[config.mk]
export PLATFORM = sky130hd
export DESIGN_NAME = task_seq_ctrl
export DESIGN_NICKNAME = d
export VERILOG_FILES = /design/src/rtl/task_seq_pkg.sv /design/src/rtl/task_seq_ctrl_rpt_cnt.sv /design/src/rtl/task_seq_ctrl.sv
export SDC_FILE = /design/constraint.sdc
export NUM_CORES = 1
export LEC_CHECK = 0
export CAP_MARGIN = 20
export CORE_UTILIZATION = 45
export DETAILED_ROUTE_END_ITERATION = 16
export PLACE_DENSITY_LB_ADDON = 0.25
export SLEW_MARGIN = 15
export SYNTH_ARGS = -nofsm -noshare
export SYNTH_HDL_FRONTEND = slang
export SYNTH_SLANG_ARGS = --single-unit
[constraint.sdc]
create_clock -name clk -period 2.1 [get_ports clk]
set_clock_uncertainty 0.1 [all_clocks]
set_input_delay 0.42 -clock clk [delete_from_list [all_inputs] [get_ports clk]]
set_output_delay 0.42 -clock clk [all_outputs]
set_load 0.05 [all_outputs]
[src/rtl/task_seq_pkg.sv]
// Shared definitions for the task microprogram sequencer: opcodes, FSM
// states and instruction-word field offsets.
package task_seq_pkg;

  localparam logic [1:0] OP_NEXT   = 2'd0;
  localparam logic [1:0] OP_JUMP   = 2'd1;
  localparam logic [1:0] OP_REPEAT = 2'd2;
  localparam logic [1:0] OP_HALT   = 2'd3;

  typedef enum logic [1:0] {
    ST_IDLE   = 2'd0,
    ST_FETCH  = 2'd1,
    ST_DECODE = 2'd2,
    ST_EXEC   = 2'd3
  } state_t;

  // Instruction word layout, MSB to LSB: op, rpt, jp, tasks.
  function automatic int unsigned instr_w(input int unsigned pc_w,
                                          input int unsigned tasks_w,
                                          input int unsigned cnt_w);
    return 2 + cnt_w + pc_w + tasks_w;
  endfunction

  function automatic int unsigned jp_lsb(input int unsigned tasks_w);
    return tasks_w;
  endfunction

  function automatic int unsigned rpt_lsb(input int unsigned pc_w,
                                          input int unsigned tasks_w);
    return tasks_w + pc_w;
  endfunction

  function automatic int unsigned op_lsb(input int unsigned pc_w,
                                         input int unsigned tasks_w,
                                         input int unsigned cnt_w);
    return tasks_w + pc_w + cnt_w;
  endfunction

endpackage

[src/rtl/task_seq_ctrl_rpt_cnt.sv]
// Loadable repeat down-counter for the sequencer.
// Ports: clk, reset (async, active-high), load/load_val (load has priority),
//        dec (decrement, saturates at 0), zero (count is 0).
module task_rpt_cnt #(
  parameter int unsigned CNT_W = 4
) (
  input  logic             clk,
  input  logic             reset,
  input  logic             load,
  input  logic             dec,
  input  logic [CNT_W-1:0] load_val,
  output logic             zero
);

  logic [CNT_W-1:0] cnt;

  // Count register.
  always_ff @(posedge clk or posedge reset) begin
    if (reset) begin
      cnt <= '0;
    end else if (load) begin
      cnt <= load_val;
    end else if (dec && (cnt != '0)) begin
      cnt <= cnt - CNT_W'(1);
    end
  end

  assign zero = (cnt == '0);

endmodule

[src/rtl/task_seq_ctrl.sv]
// Microprogram sequencer driving the synthesizer task datapath.
// Fetches words from a 1-cycle-latency synchronous ROM and executes them.
// Ports: clk, reset (async, active-high); start/start_addr/abort from the
//        voice controller; busy/done back to it; rom_rd/rom_addr/rom_data
//        to the microcode ROM; tasks/tasks_vld to the datapath; pc_out debug.
module task_seq_ctrl
  import task_seq_pkg::*;
#(
  parameter  int unsigned PC_W    = 4,
  parameter  int unsigned TASKS_W = 16,
  parameter  int unsigned CNT_W   = 4,
  localparam int unsigned INSTR_W = instr_w(PC_W, TASKS_W, CNT_W)
) (
  input  logic               clk,
  input  logic               reset,
  input  logic               start,
  input  logic [PC_W-1:0]    start_addr,
  input  logic               abort,
  output logic               busy,
  output logic               done,
  output logic               rom_rd,
  output logic [PC_W-1:0]    rom_addr,
  input  logic [INSTR_W-1:0] rom_data,
  output logic [TASKS_W-1:0] tasks,
  output logic               tasks_vld,
  output logic [PC_W-1:0]    pc_out
);

  localparam int unsigned JP_LSB  = jp_lsb(TASKS_W);
  localparam int unsigned RPT_LSB = rpt_lsb(PC_W, TASKS_W);
  localparam int unsigned OP_LSB  = op_lsb(PC_W, TASKS_W, CNT_W);

  state_t             state;
  state_t             state_nxt;
  logic [PC_W-1:0]    pc;
  logic [PC_W-1:0]    pc_nxt;
  logic [INSTR_W-1:0] ir;
  logic               ir_load;
  logic               done_nxt;
  logic               cnt_load;
  logic               cnt_dec;
  logic               cnt_zero;

  logic [1:0]         ir_op;
  logic [PC_W-1:0]    ir_jp;
  logic [TASKS_W-1:0] ir_tasks;
  logic               unused_ir_rpt;

  assign ir_op         = ir[OP_LSB +: 2];
  assign ir_jp         = ir[JP_LSB +: PC_W];
  assign ir_tasks      = ir[0 +: TASKS_W];
  // The repeat field is consumed straight from rom_data at load time.
  assign unused_ir_rpt = ^ir[RPT_LSB +: CNT_W];

  task_rpt_cnt #(
    .CNT_W (CNT_W)
  ) u_rpt_cnt (
    .clk      (clk),
    .reset    (reset),
    .load     (cnt_load),
    .dec      (cnt_dec),
    .load_val (rom_data[RPT_LSB +: CNT_W]),
    .zero     (cnt_zero)
  );

  // State register.
  always_ff @(posedge clk or posedge reset) begin
    if (reset) begin
      state <= ST_IDLE;
    end else begin
      state <= state_nxt;
    end
  end

  // Datapath registers: pc, ir and the done pulse.
  always_ff @(posedge clk or posedge reset) begin
    if (reset) begin
      pc   <= '0;
      ir   <= '0;
      done <= 1'b0;
    end else begin
      pc   <= pc_nxt;
      done <= done_nxt;
      if (ir_load) begin
        ir <= rom_data;
      end
    end
  end

  // Next-state and register-update logic; abort overrides everything and
  // leaves pc/ir untouched.
  always_comb begin
    state_nxt = state;
    pc_nxt    = pc;
    ir_load   = 1'b0;
    cnt_load  = 1'b0;
    cnt_dec   = 1'b0;
    done_nxt  = 1'b0;
    if (abort) begin
      state_nxt = ST_IDLE;
    end else begin
      case (state)
        ST_IDLE: begin
          if (start) begin
            pc_nxt    = start_addr;
            state_nxt = ST_FETCH;
          end
        end
        ST_FETCH: begin
          state_nxt = ST_DECODE;
        end
        ST_DECODE: begin
          ir_load   = 1'b1;
          cnt_load  = 1'b1;
          state_nxt = ST_EXEC;
        end
        ST_EXEC: begin
          case (ir_op)
            OP_NEXT: begin
              pc_nxt    = pc + PC_W'(1);
              state_nxt = ST_FETCH;
            end
            OP_JUMP: begin
              pc_nxt    = ir_jp;
              state_nxt = ST_FETCH;
            end
            OP_REPEAT: begin
              if (cnt_zero) begin
                pc_nxt    = pc + PC_W'(1);
                state_nxt = ST_FETCH;
              end else begin
                cnt_dec = 1'b1;
              end
            end
            default: begin
              done_nxt  = 1'b1;
              state_nxt = ST_IDLE;
            end
          endcase
        end
        default: begin
          state_nxt = ST_IDLE;
        end
      endcase
    end
  end

  // Outputs decoded from registered state only.
  always_comb begin
    busy      = (state != ST_IDLE);
    rom_rd    = (state == ST_FETCH);
    rom_addr  = pc;
    pc_out    = pc;
    tasks_vld = (state == ST_EXEC);
    tasks     = (state == ST_EXEC) ? ir_tasks : '0;
  end

endmodule

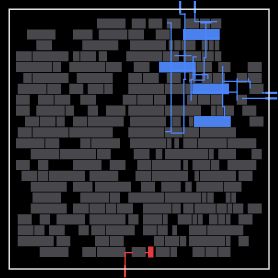
*Wires at chosen ports, followed through buffers*
Scale: 4 px per µm.
[`reset`] red | bits: 1 | direction: input | edge: bottom | end cells: 1 | buffers: 1 | wire: 6.50 µm
[`rom_addr`] blue | bits: 4 | direction: output | edge: 2 right, 2 top | end cells: 4 | buffers: 4 | wire: 174 µm

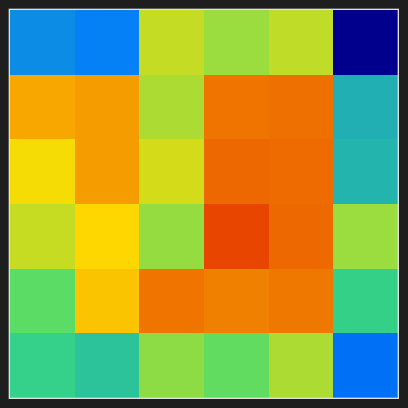
*Cell area per tile*
Scale: 6 px per µm. 6 x 6 tiles, from dark blue (low) to red (high), 0 to 100% covered.
nearly empty tiles: 2.8%
tiles over 75% full: 39%
mean over tiles: 64%
fullest tile: 92%

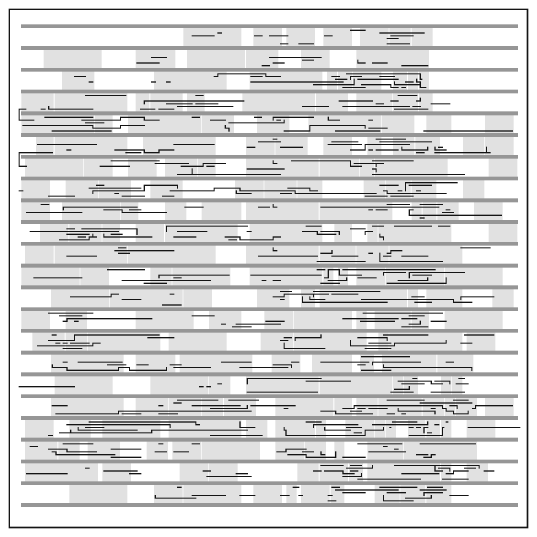
*The metal 1 layer*
Scale: 8 px per µm. Supply wires on this layer in gray.
nets with wire on the layer: 205
longest straight run: 16.6 µm
share of all routed wire: 39%

==> results.toml <==
# generated from flow reports
[cells_and_area]
drive_above_1_share = 0.350
finalCoreUtilization = 0.737
fin_nets = 253
area_delta_synth_final_pct = 55.4

[hold_path]
worstHoldStart = "ir[0]$_DFFE_PP0P_"
hp-class = "reg -> reg"
min_path_cells = 1
hold_end = "ir[0]$_DFFE_PP0P_"

[sta]
period_needed_ns = 2.05
slew_headroom = 0.636
setup_violations = 0
setup_slack_ns = 0.0489
finalCritPeriodShare = 0.977
clock.fmax_mhz = 488
maxSlewViolCount = 0

[synthesis]
syn_avg_cell_area_um2 = 11.6
ys.flops = 33
synth_cell_types = 35
ys_warn_count = 0
synthTopCellsByArea = "dfrtp_1, mux2_2, and2_1, ha_1, buf_4"
ys_async_sr_fraction = 1.00
synthCells = 152
flop_cell = "dfrtp_1"
synthesis.area_um2 = 1760
largest_area_cell = "dfrtp_1"
synth-edff-count = 0
ys_cells = 152
yosysChipArea_um2 = 1760
top_cell = "dfrtp_1"

[place]
place.gp.congestion = 0.722
portBuffers = 61
dp_hpwl_um = 2880
place_ws_ns = 0.0742

[pwr]
p_total_w = 0.00381
ir_worst_vdd_uv = 713
power.leakage_nw = 1.19

[worst_setup_path]
endpoint_kind = "primary output"
critPathArrivalTime_ns = 1.53
reg2reg_from = "state[0]$_DFFE_PP0P_"
worstRegToRegCells = 6
startpoint_type = "register"
crit_chain = "clkdlybuf4s50_1"
required_ns = 1.58
crit_family = "buffers and inverters"
cp_slowest_cell = "clkdlybuf4s50_1"
r2r_slack_ns = 0.12
cp_num_buf_inv = 1
worstPathMaxFanout = 5
critPathMaxStageDelay_ns = 0.83
path_class = "reg -> out"
reg2reg_to = "pc_out[2]$_DFFE_PP0P_"

[floorplanning]
die_w_um = 64.6
io_pins = 62
fp_util = 0.474
core_um2 = 3720
dieArea_um2 = 4170
die_y_um = 64.6

[route]
route.vias.total = 1340
via_per_inst = 5.11
drcViolationCount = 0
postRouteAntennaNets = 0
drt_iter0_markers = 51
first_pass_iters = 4
drt-total-wl_um = 4030

[flow_run]
maxCapViolCount = 0
tool_warnings = 29

[outcome]
status = "complete, no violations"

[clock_network]
root_buffer = "clkbuf_8"
clock_latency_ns = 0.29
cts_buffers = 5
path_clk_slew_ns = 0.07
clk_path_buf_depth = 2
tritoncts = "yes"
htreeDepth = 2
cts.sinks = 33

[grt]
grt_max_degree = 34
first_global_vias = 1454
grt_usage = 0.226
antenna_found_initial = 0
overflow = 0
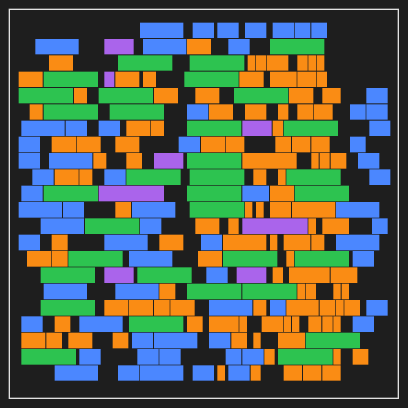
*Cell classes on the final placement*
Scale: 6 px per µm.
[flip-flops] green | cells: 33 | share of their area: 31%
[other buffers and delay cells] blue | cells: 64 | share of their area: 30%
[all other logic] orange | cells: 109 | share of their area: 34%
[clock drivers and dummy loads] purple | cells: 8 | share of their area: 5.0%

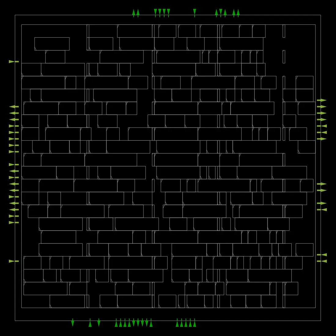
*Placement view*
row cnt: 22
Final Non-Filler Cells: 262
Fill cells: 254
sequential cells: 33

[layer usage]
metal	global-route usage	up-vias	routed length, µm
li1	-	640	-
met1	0.258	648	1590
met2	0.395	42	2120
met3	0.0687	10	230
met4	0.0806	0	87
met5	0	-	0
[cells in the final DEF, fill, tap and decap left out, drive strengths merged, types with 3 or more instances in the layout]
| master | n |
|---|---|
| dfrtp | 33 |
| and2 | 17 |
| nand2 | 6 |
| ha | 6 |
| inv | 7 |
| a21oi | 4 |
| mux2 | 24 |
| clkbuf | 5 |
| nor2 | 9 |
| a22oi | 3 |
| o21ai | 4 |
| mux2i | 4 |
| buf | 26 |
| clkdlybuf4s50 | 37 |
[power by group]
group	switching, W	internal (W)	leakage (nW)
combinational	0.00102	0.000899	0.722
clock	0.000240	0.000471	0.0681
sequential	0.000244	0.000938	0.399
[kinds of logic (layout without fill, tap and decap cells)]
logic type,Yosys count,in the layout,synth area share
and+or+nand+nor,45,45,0.162
buffers and inverters,17,79,0.0518
DFF,33,33,0.468
AOI/OAI and AO/OA,20,20,0.0845
muxes,28,28,0.176
xor gates and xnor gates,3,3,0.0149
adders and majority gates,6,6,0.0426
[how the worst max path moves through the flow]
| stage | startpoint | endpoint | slack (ns) | cells past startpoint |
|---|---|---|---|---|
| after floorplan | state[1]$_DFFE_PP0P_ | tasks[10] | 0.10 | 4 |
| after global placement | abort | pc_out[1]$_DFFE_PP0P_ | 0.14 | 5 |
| after detailed placement | abort | pc_out[2]$_DFFE_PP0P_ | 0.07 | 5 |
| after CTS | pc_out[1]$_DFFE_PP0P_ | rom_addr[1] | 0.02 | 1 |
| after global routing | pc_out[1]$_DFFE_PP0P_ | pc_out[1] | -0.009 | 1 |
| final | pc_out[1]$_DFFE_PP0P_ | pc_out[1] | 0.05 | 1 |
[what timing repair did]
action,in CTS,in global routing
hold buffers,0,0
endpoints found under the setup margin,0,23
resized,0,2
setup buffers,0,0
[stage by stage]
stage / hold WS (ns) / setup TNS, ns / cell area [µm²] / instances
floorplan: 0.371 / 0 / 1790 / 152
global placement: 0.382 / 0 / 2600 / 254
detailed placement: 0.388 / 0 / 2600 / 254
CTS: 0.402 / 0 / 2730 / 262
global route: 0.421 / -0.00943 / 2740 / 262
finish: 0.401 / 0 / 2740 / 262
[layout make-up]
cell class	count	area [µm²]	share of cell area
inverters	7	26.3	0.00959
clock buffers	5	68.8	0.0251
flip-flops and latches	33	826	0.301
multi-input cells	102	878	0.321
well taps	48	60.1	0.0219
repair buffers	64	816	0.298
clock inverters	3	65.1	0.0237
[flip-flops by register name (all words and copies together), names as in the netlist]
register	count
done	1
ir	22
pc_out	4
state	2
u_rpt_cnt.cnt	4
Power figures rest on the tool's default switching activity, not on a simulated workload.
